<file path="src/rtl/nios2_fp_cpu_dct_packer.sv">
// Data-trace packer: gathers 2-bit trace atoms into 30-bit frames and hands
// them to the OCI trace consumer through a single-entry output register.
module nios2_fp_cpu_dct_packer #(
   parameter bit FLUSH_EMPTY_EMIT = 1'b0
) (
   input  logic        clk,
   input  logic        reset,
   input  logic        atom_valid,
   input  logic [1:0]  atom,
   output logic        atom_ready,
   input  logic        flush,
   output logic        dct_valid,
   input  logic        dct_ready,
   output logic [29:0] dct_buffer,
   output logic [3:0]  dct_count
);

   typedef enum logic {
      OUT_EMPTY = 1'b0,
      OUT_FULL  = 1'b1
   } out_state_t;

   out_state_t  out_state;
   out_state_t  out_state_next;

   logic [29:0] acc;
   logic [3:0]  acc_cnt;
   logic        flush_pending;

   logic        acc_full;
   logic        accept;
   logic        emit_req;
   logic        xfer;
   logic        flush_drop;

   always_comb begin
      acc_full   = (acc_cnt == 4'd15);
      atom_ready = !acc_full && !flush_pending && !reset;
      accept     = atom_valid && atom_ready;
      emit_req   = acc_full || (flush_pending && ((acc_cnt != 4'd0) || FLUSH_EMPTY_EMIT));
      // A frame moves out only when the output register is free or being drained.
      xfer       = emit_req && (!dct_valid || dct_ready);
      flush_drop = flush_pending && (acc_cnt == 4'd0) && !FLUSH_EMPTY_EMIT;
   end

   always_ff @(posedge clk) begin
      if (reset) begin
         out_state <= OUT_EMPTY;
      end else begin
         out_state <= out_state_next;
      end
   end

   always_comb begin
      out_state_next = out_state;
      case (out_state)
         OUT_EMPTY: if (xfer) out_state_next = OUT_FULL;
         OUT_FULL:  if (dct_ready && !xfer) out_state_next = OUT_EMPTY;
         default:   out_state_next = OUT_EMPTY;
      endcase
   end

   always_comb begin
      dct_valid = (out_state == OUT_FULL);
   end

   // xfer and accept are mutually exclusive: xfer needs a full or flushing
   // accumulator, both of which hold atom_ready low.
   always_ff @(posedge clk) begin
      if (reset) begin
         acc     <= '0;
         acc_cnt <= '0;
      end else if (xfer) begin
         acc     <= '0;
         acc_cnt <= '0;
      end else if (accept) begin
         acc[{acc_cnt, 1'b0} +: 2] <= atom;
         acc_cnt                   <= acc_cnt + 4'd1;
      end
   end

   always_ff @(posedge clk) begin
      if (reset) begin
         flush_pending <= 1'b0;
      end else if (xfer || flush_drop) begin
         flush_pending <= 1'b0;
      end else if (flush) begin
         flush_pending <= 1'b1;
      end
   end

   always_ff @(posedge clk) begin
      if (reset) begin
         dct_buffer <= '0;
         dct_count  <= '0;
      end else if (xfer) begin
         dct_buffer <= acc;
         dct_count  <= acc_cnt;
      end
   end

endmodule

</file>
<file path="config.mk">
export PLATFORM = sky130hd
export DESIGN_NAME = nios2_fp_cpu_dct_packer
export DESIGN_NICKNAME = d
export VERILOG_FILES = /design/src/rtl/nios2_fp_cpu_dct_packer.sv
export SDC_FILE = /design/constraint.sdc
export NUM_CORES = 1
export LEC_CHECK = 0
export CAP_MARGIN = 40
export CORE_MARGIN = 2
export CORE_UTILIZATION = 37
export CTS_CLUSTER_SIZE = 30
export DETAILED_ROUTE_END_ITERATION = 10
export PLACE_DENSITY = 0.54
export SETUP_SLACK_MARGIN = 0.5
export SLEW_MARGIN = 0
export SYNTH_ARGS = -nofsm -noshare
export SYNTH_HDL_FRONTEND = slang
export SYNTH_SLANG_ARGS = --single-unit
</file>
<file path="constraint.sdc">
create_clock -name clk -period 3.8 [get_ports clk]
set_clock_uncertainty 0.15 [all_clocks]
set_input_delay 0.57 -clock clk [delete_from_list [all_inputs] [get_ports clk]]
set_output_delay 0.57 -clock clk [all_outputs]
set_load 0.005 [all_outputs]
</file>
floorplan.png
Scale: 4 px per um. Pins as bars on the die edge.
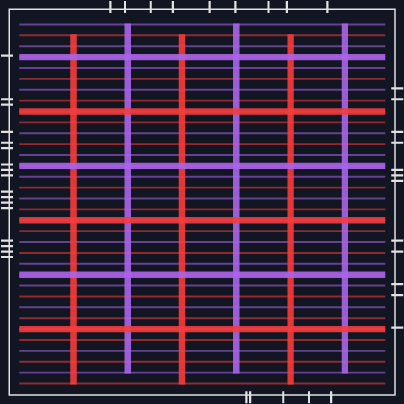
| net | colour |
|---|---|
| VSS | red |
| VDD | purple |
signal pins: 43
met4 straps: 6
met1 rails: 34
rows: 33
width of the die: 96.09 um
Worst VDD drop: 0.1832 mV
core area: 0.008217 mm^2

clock_nets.png
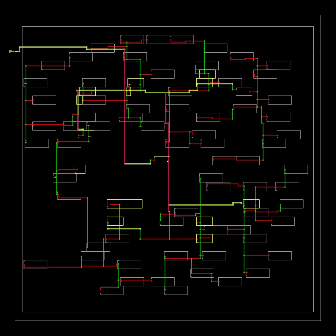
Clock Sinks: 70
CLK BUF: 12
seq_cells: 70

util_map.png
Scale: 4 px per um. The die is cut into 10 by 10 equal tiles; black is low, pale yellow is high, 0 to 100% covered.
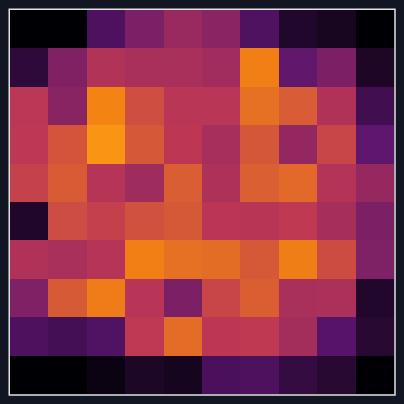
mean over tiles: 40%
fullest tile: 77%
densest ninth of the die: centre

==> run notes <==
yosys + openroad results -> Clk Latency, worst-skew pair between 300 and 400 ps, placed insts ~480, FP Core Util 0.3819, CP startpoint kind register, pre-CTS setup slack 1034 ps, largest registers acc x30, dct_buffer x30, Tot Pwr between 1 and 1.5 mW, Slew @ Worst Pin between 700 and 800 ps, hold path depth 2, Pleak 1.370 nW, register share of total power 0.496, Min-Delay Startpoint acc[4]$_SDFFE_PP0P_, Critical path buffers and inverters 1, Yosys chip area between 0.003 and 0.004 mm^2, FF-to-FF path depth 7, crit path to atom_ready, num ports roughly 43, Post-Layout Cell Count 491, Crit. End Element primary output, R2R Path Start acc_cnt[1]$_SDFFE_PP0P_, fin crit share 0.7580, Met2 Wirelength 3.866 mm, Final Hold Fails 0, post-synthesis cell type with the largest instance count dfxtp_1, Num CTS Buffers 9, RSZ-0062 raised after global routing false, layout cells sized above 1 0.08549, final worst slack a little over 900 ps, clock-cell share of area 0.05183, Top cell excl fill/tap dfxtp_1, group drawing the most power registers, class of the most critical setup path reg -> out, cell family with most CP delay buffers and inverters, DR vias/cell roughly 5.6, initial antenna violation count 0, leading area contributor after synthesis dfxtp_1, Top Layout Cells dfxtp_1 (70), clkdlybuf4s50_1 (42), nand3_1 (41), Synthesis Warnings 0, Synth Cell Area between 0.003 and 0.004 mm^2, Top cells by area dfxtp_1 (45%), mux2i_1 (8.3%), nand3_1 (6.5%), Clock H-tree levels 3, internal reg-to-reg setup slack 1110 ps, vias in the first global route about 2600, n_diodes 0, TritonCTS clock tree yes, DPL Wire Length 5.440 mm, gpl congestion 0.8167, yosys cell count roughly 360, Well Taps 105, M1 WL roughly 4 mm, Top-area cell share 0.4466, row count 33, CP required 3080 ps, Setup TNS Final 0 ps, Port-buffer cells ~42, EDFF count, synth 0, Net Sw Power 387.9 uW, Non-clk invs 7, status finished, final reports clean, most frequent cells after synthesis dfxtp_1 (70), nand3_1 (41), a21oi_1 (40), o21ai_0 (38), PostCTS Resize Cnt 0, Area Growth Syn to Fin 22.33%, ys async rst share 0, largest net degree at the start of global routing 51, hold buffer count at CTS 0, CP peak stage delay ~580 ps, grt met1 use 0.2593, Total GRT Usage 0.1947, internal power 1.111 mW, Combinational Power Share 0.094, register area share after synthesis 0.4466, Cell Type Count between 40 and 50, Sw Share 0.2587, Logic power comb between 100 and 150 uW, Clock power frac 0.411, post-synthesis adder-cell area fraction 0.01595, number of DRC markers in iteration 0 approximately 180, yosys simple share 0.1483, DR WL met3 approximately 290 um, hold_ws about 320 ps, logic area 0.001578 mm^2, worst hold endpoint dct_buffer[4]$_SDFFE_PP0P_, # setup viols final 0, first-pass GRT wire length ~14 mm
ff_map.png
Scale: 4 px per um. Other sequential cells in the stronger grey, the rest of the logic in the fainter grey.
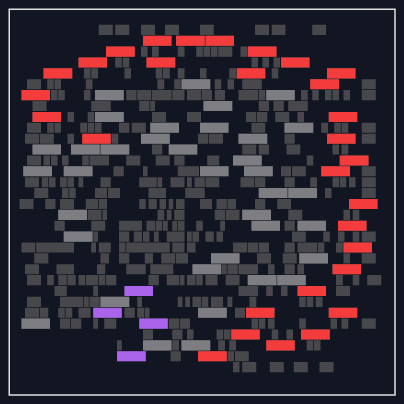
| name in the netlist | colour | sequential cells |
|---|---|---|
| dct_buffer | red | 30 |
| acc_cnt | purple | 4 |
Core Util, Final: 0.4672
Storage cell area: 0.001401 mm^2
seq pwr: 743 uW

m2.png
Scale: 4 px per um.
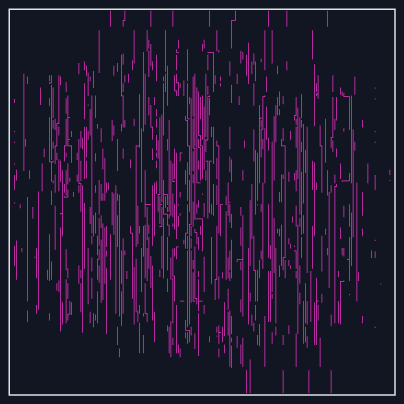
nets with wire on the layer: 320
wire length on this layer: 3870 um
WL final: 8.281 mm
vias: 2760

Power is estimated from default activity; no workload was simulated.
